==> config.mk <==
export PLATFORM = sky130hd
export DESIGN_NAME = iob_ila_dump
export DESIGN_NICKNAME = d
export VERILOG_FILES = /design/src/rtl/iob_ila_dump_pkg.sv /design/src/rtl/iob_ila_dump_xfer.sv /design/src/rtl/iob_ila_dump.sv
export SDC_FILE = /design/constraint.sdc
export NUM_CORES = 1
export LEC_CHECK = 0
export CAP_MARGIN = 20
export CORE_UTILIZATION = 24
export CTS_BUF_LIST = sky130_fd_sc_hd__clkbuf_4 sky130_fd_sc_hd__clkbuf_8
export CTS_CLUSTER_SIZE = 40
export DETAILED_ROUTE_END_ITERATION = 12
export GPL_TIMING_DRIVEN = 0
export SLEW_MARGIN = 20
export SYNTH_ARGS = -nofsm -noshare
export SYNTH_HDL_FRONTEND = slang
export SYNTH_SLANG_ARGS = --single-unit
==> constraint.sdc <==
create_clock -name clk -period 3.7 [get_ports clk]
set_clock_uncertainty 0.15 [all_clocks]
set_input_delay 0.74 -clock clk [delete_from_list [all_inputs] [get_ports clk]]
set_output_delay 0.74 -clock clk [all_outputs]
set_load 0.05 [all_outputs]
**Run 1: sequential cells colored by netlist name**

(3 px per um)
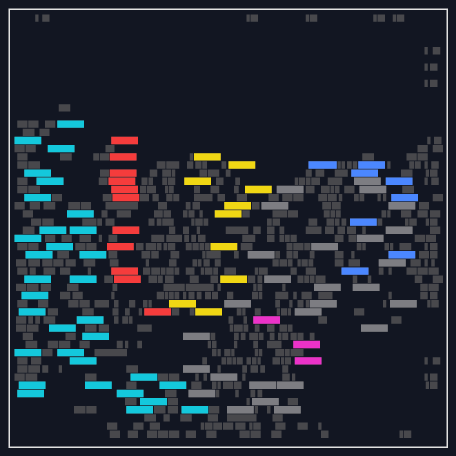
- r_state: magenta (sequential cells 3)
- r_n: red (sequential cells 11; where left middle)
- r_wps: blue (sequential cells 8; where right middle)
- r_i: yellow (sequential cells 10; where middle)
- o_data: cyan (sequential cells 32)
- not colored: 27
final core occ: 0.326
Seq power: 0.00127 W
FF+latch area: 0.00228 mm^2

**Run 1: congestion heat map**

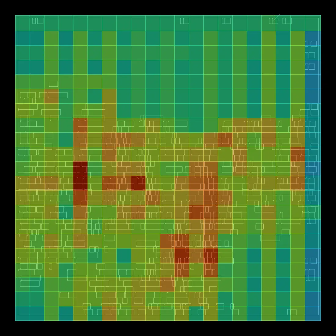
met2 Usage GRT: 0.178
GRT Total Usage: 0.121
per-cell routed wire length: 13.8 um
met3 routing resource usage after global routing: 0.0382

**Run 1: zoomed window**

Region (53, 82) to (93, 122) um. Cells in gray, sequential cells in the stronger gray; small squares are vias.
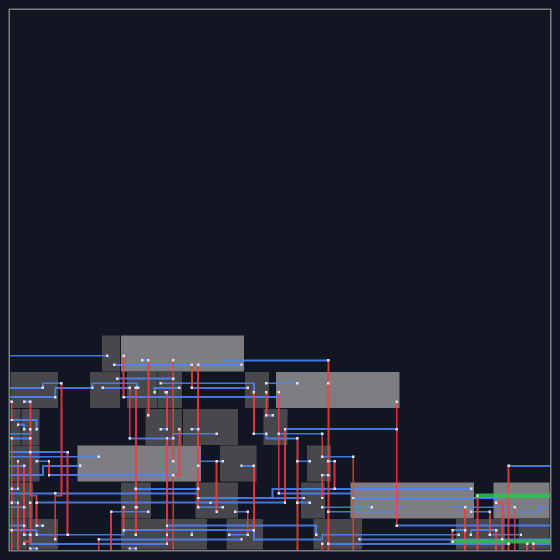
- met1: blue
- met2: red
- met3: green
- cells with their middle in the window: 28
- sequential cells in the window: 4
- most frequent: dfrtp_1 (4), mux2i_1 (3)

==> flow_results.xml <==
<?xml version="1.0" encoding="UTF-8"?>
<metrics>
  <group name="worst_setup_path">
    <metric name="worstPathMaxFanout" unit="">10</metric>
    <metric name="count_of_buffering_cells_on_the_critical_path_with_inverters_included" unit="">1</metric>
    <metric name="path_cells" unit="">clkdlybuf4s50_1 &gt; nor2_1 &gt; o21ai_0 &gt; a21o_1 &gt; a21oi_1 &gt; nand2_1 &gt; o21ai_0</metric>
    <metric name="slowest_delay" unit="ns">0.55</metric>
    <metric name="r2r_slack" unit="ns">0.81</metric>
    <metric name="worst-endpoint-required" unit="ns">3.84</metric>
    <metric name="path_class" unit="">input port to flip-flop</metric>
    <metric name="worstSetupStartpointType" unit="">input port</metric>
  </group>
  <group name="hold_path">
    <metric name="min-delay-path-class" unit="">flip-flop to flip-flop</metric>
  </group>
  <group name="cts">
    <metric name="clock_latency" unit="ns">0.37</metric>
    <metric name="cts_tree" unit="">built</metric>
    <metric name="clk_pin_slew_worst_paths" unit="ns">0.09</metric>
    <metric name="cts.sinks" unit="">91</metric>
    <metric name="cts.root.buffer_cell" unit="">sky130_fd_sc_hd__clkbuf_8</metric>
    <metric name="cts_hold_buf" unit="">0</metric>
    <metric name="cts_repair_resize_count" unit="">0</metric>
  </group>
  <group name="detailed_routing">
    <metric name="first_iter_violations" unit="">168</metric>
    <metric name="drt-pass1-iter-count" unit="">8</metric>
    <metric name="route.detailed.drc" unit="">1</metric>
    <metric name="via_per_inst" unit="">4.52</metric>
  </group>
  <group name="outcome">
    <metric name="run_status" unit="">finished with violations</metric>
    <metric name="failed_checks" unit="">DRC</metric>
  </group>
  <group name="final_timing">
    <metric name="maxClockFrequency" unit="MHz">346</metric>
    <metric name="hold_viol" unit="">0</metric>
    <metric name="fin_crit_sh" unit="">0.781</metric>
    <metric name="holdWs" unit="ns">0.337</metric>
    <metric name="final-setup-viol-count" unit="">0</metric>
    <metric name="slew-limit-headroom" unit="">0.470</metric>
    <metric name="worst_pin_slew" unit="ns">0.795</metric>
    <metric name="fin_tns_setup" unit="ns">0</metric>
    <metric name="finalCriticalPeriod" unit="ns">2.89</metric>
    <metric name="final_max_slew_viol_count" unit="">0</metric>
  </group>
  <group name="place">
    <metric name="numPortBuffers" unit="">98</metric>
    <metric name="dpl_cell_area" unit="mm^2">0.00638</metric>
    <metric name="preCtsSetupSlack" unit="ns">0.376</metric>
    <metric name="hpwl" unit="um">9290</metric>
    <metric name="globalplace.congestion" unit="">0.793</metric>
    <metric name="placed_cells" unit="">870</metric>
  </group>
  <group name="yosys">
    <metric name="post_synth_fa_ha_maj_area_fraction" unit="">0.00759</metric>
    <metric name="synth_flops" unit="">91</metric>
    <metric name="synthesis.area" unit="mm^2">0.00494</metric>
    <metric name="ys_area" unit="mm^2">0.00494</metric>
    <metric name="synth-xor-area-share" unit="">0.0284</metric>
    <metric name="synthesis.instances" unit="">478</metric>
    <metric name="ys_sh_aoi" unit="">0.154</metric>
    <metric name="synth_cell_types" unit="">69</metric>
    <metric name="enable_flop_cells" unit="">0</metric>
    <metric name="synth.yosys.seq_area_share" unit="">0.461</metric>
    <metric name="mean_syn_cell_area" unit="um^2">10.3</metric>
  </group>
  <group name="finish">
    <metric name="final_common_cell" unit="">sky130_fd_sc_hd__clkdlybuf4s50_1</metric>
    <metric name="seq_area_frac" unit="">0.345</metric>
    <metric name="area_share_nonclk_buffers" unit="">0.202</metric>
    <metric name="largest_reg_flops" unit="">32</metric>
    <metric name="layout.area.comb" unit="mm^2">0.00237</metric>
    <metric name="layout.comb_gates.multi_input" unit="">346</metric>
    <metric name="insertedDiodeCount" unit="">0</metric>
    <metric name="comb-cell-share" unit="">0.358</metric>
    <metric name="layout_filler_cell_count" unit="">2093</metric>
    <metric name="buffers" unit="">147</metric>
    <metric name="layout.clock_buffers" unit="">10</metric>
    <metric name="dominant_cells" unit="">combinational gates</metric>
    <metric name="inv_count" unit="">16</metric>
    <metric name="clockNetworkAreaShare" unit="">0.0334</metric>
    <metric name="most-common-layout-cells" unit="">sky130_fd_sc_hd__clkdlybuf4s50_1, sky130_fd_sc_hd__dfrtp_1, sky130_fd_sc_hd__nand2_1</metric>
  </group>
  <group name="power_and_ir_drop">
    <metric name="pwr-share-clk" unit="">0.227</metric>
    <metric name="power.total" unit="W">0.00335</metric>
    <metric name="power.static_leakage" unit="nW">2.83</metric>
    <metric name="combPwrFrac" unit="">0.393</metric>
    <metric name="cell_internal_pwr" unit="W">0.00202</metric>
    <metric name="peakVddDrop" unit="uV">187</metric>
  </group>
  <group name="floorplanning">
    <metric name="dieHeight" unit="um">146</metric>
    <metric name="rows" unit="">52</metric>
    <metric name="io-pin-count" unit="">123</metric>
    <metric name="die.size.x" unit="um">146</metric>
  </group>
  <group name="global_routing">
    <metric name="grt_antenna_before_repair" unit="">0</metric>
    <metric name="grt_pass1_wl" unit="um">20400</metric>
    <metric name="number_of_global_route_vias_before_repair" unit="">3919</metric>
  </group>
</metrics>
-- run 1: synthesized netlist by cell type (all sizes together) (8+ instances only) --
cell,count,area share
dfrtp,90,0.46
buf,40,0.059
o21ai,40,0.041
nand2,39,0.030
mux2,37,0.084
a21oi,22,0.022
nand3,18,0.021
inv,15,0.011
nor2,12,0.0091
a21o,11,0.017
nor4,11,0.015
xnor2,11,0.019
a22o,10,0.018
mux2i,10,0.020
nor3,10,0.011
nand4,9,0.013
clkbuf,8,0.0061
-- run 1: power by group through the flow --
| stage | Clock [W] | Sequential [W] | Combinational (W) |
|---|---|---|---|
| final | 0.000761 | 0.00127 | 0.00132 |
| after global routing | 0.000822 | 0.00130 | 0.00143 |
| after CTS | 0.000792 | 0.00127 | 0.00133 |
| after detailed placement | 0 | 0.00129 | 0.00132 |
| after global placement | 0 | 0.00129 | 0.00131 |
| after floorplan | 0 | 0.00145 | 0.000767 |
-- run 1: metal layers --
layer / global-route usage / vias to the layer above / routed length [um]
met3: 0.0382 / 6 / 853
met4: 0.0374 / 0 / 119
met2: 0.178 / 132 / 5300
li1: - / 1960 / -
met1: 0.168 / 1905 / 5970
met5: 0 / - / 0
-- run 1: worst register-to-register path, stage by stage (launching register included) --
cell and delay, ns:
sky130_fd_sc_hd__dfrtp_1 0.51, sky130_fd_sc_hd__ha_1 0.36, sky130_fd_sc_hd__and3_1 0.29, sky130_fd_sc_hd__nand3_1 0.15
sky130_fd_sc_hd__a311oi_2 0.29, sky130_fd_sc_hd__nand4_2 0.22, sky130_fd_sc_hd__o31ai_4 0.40, sky130_fd_sc_hd__and2_1 0.30
sky130_fd_sc_hd__a21o_1 0.15
Power and IR drop assume default switching activity.
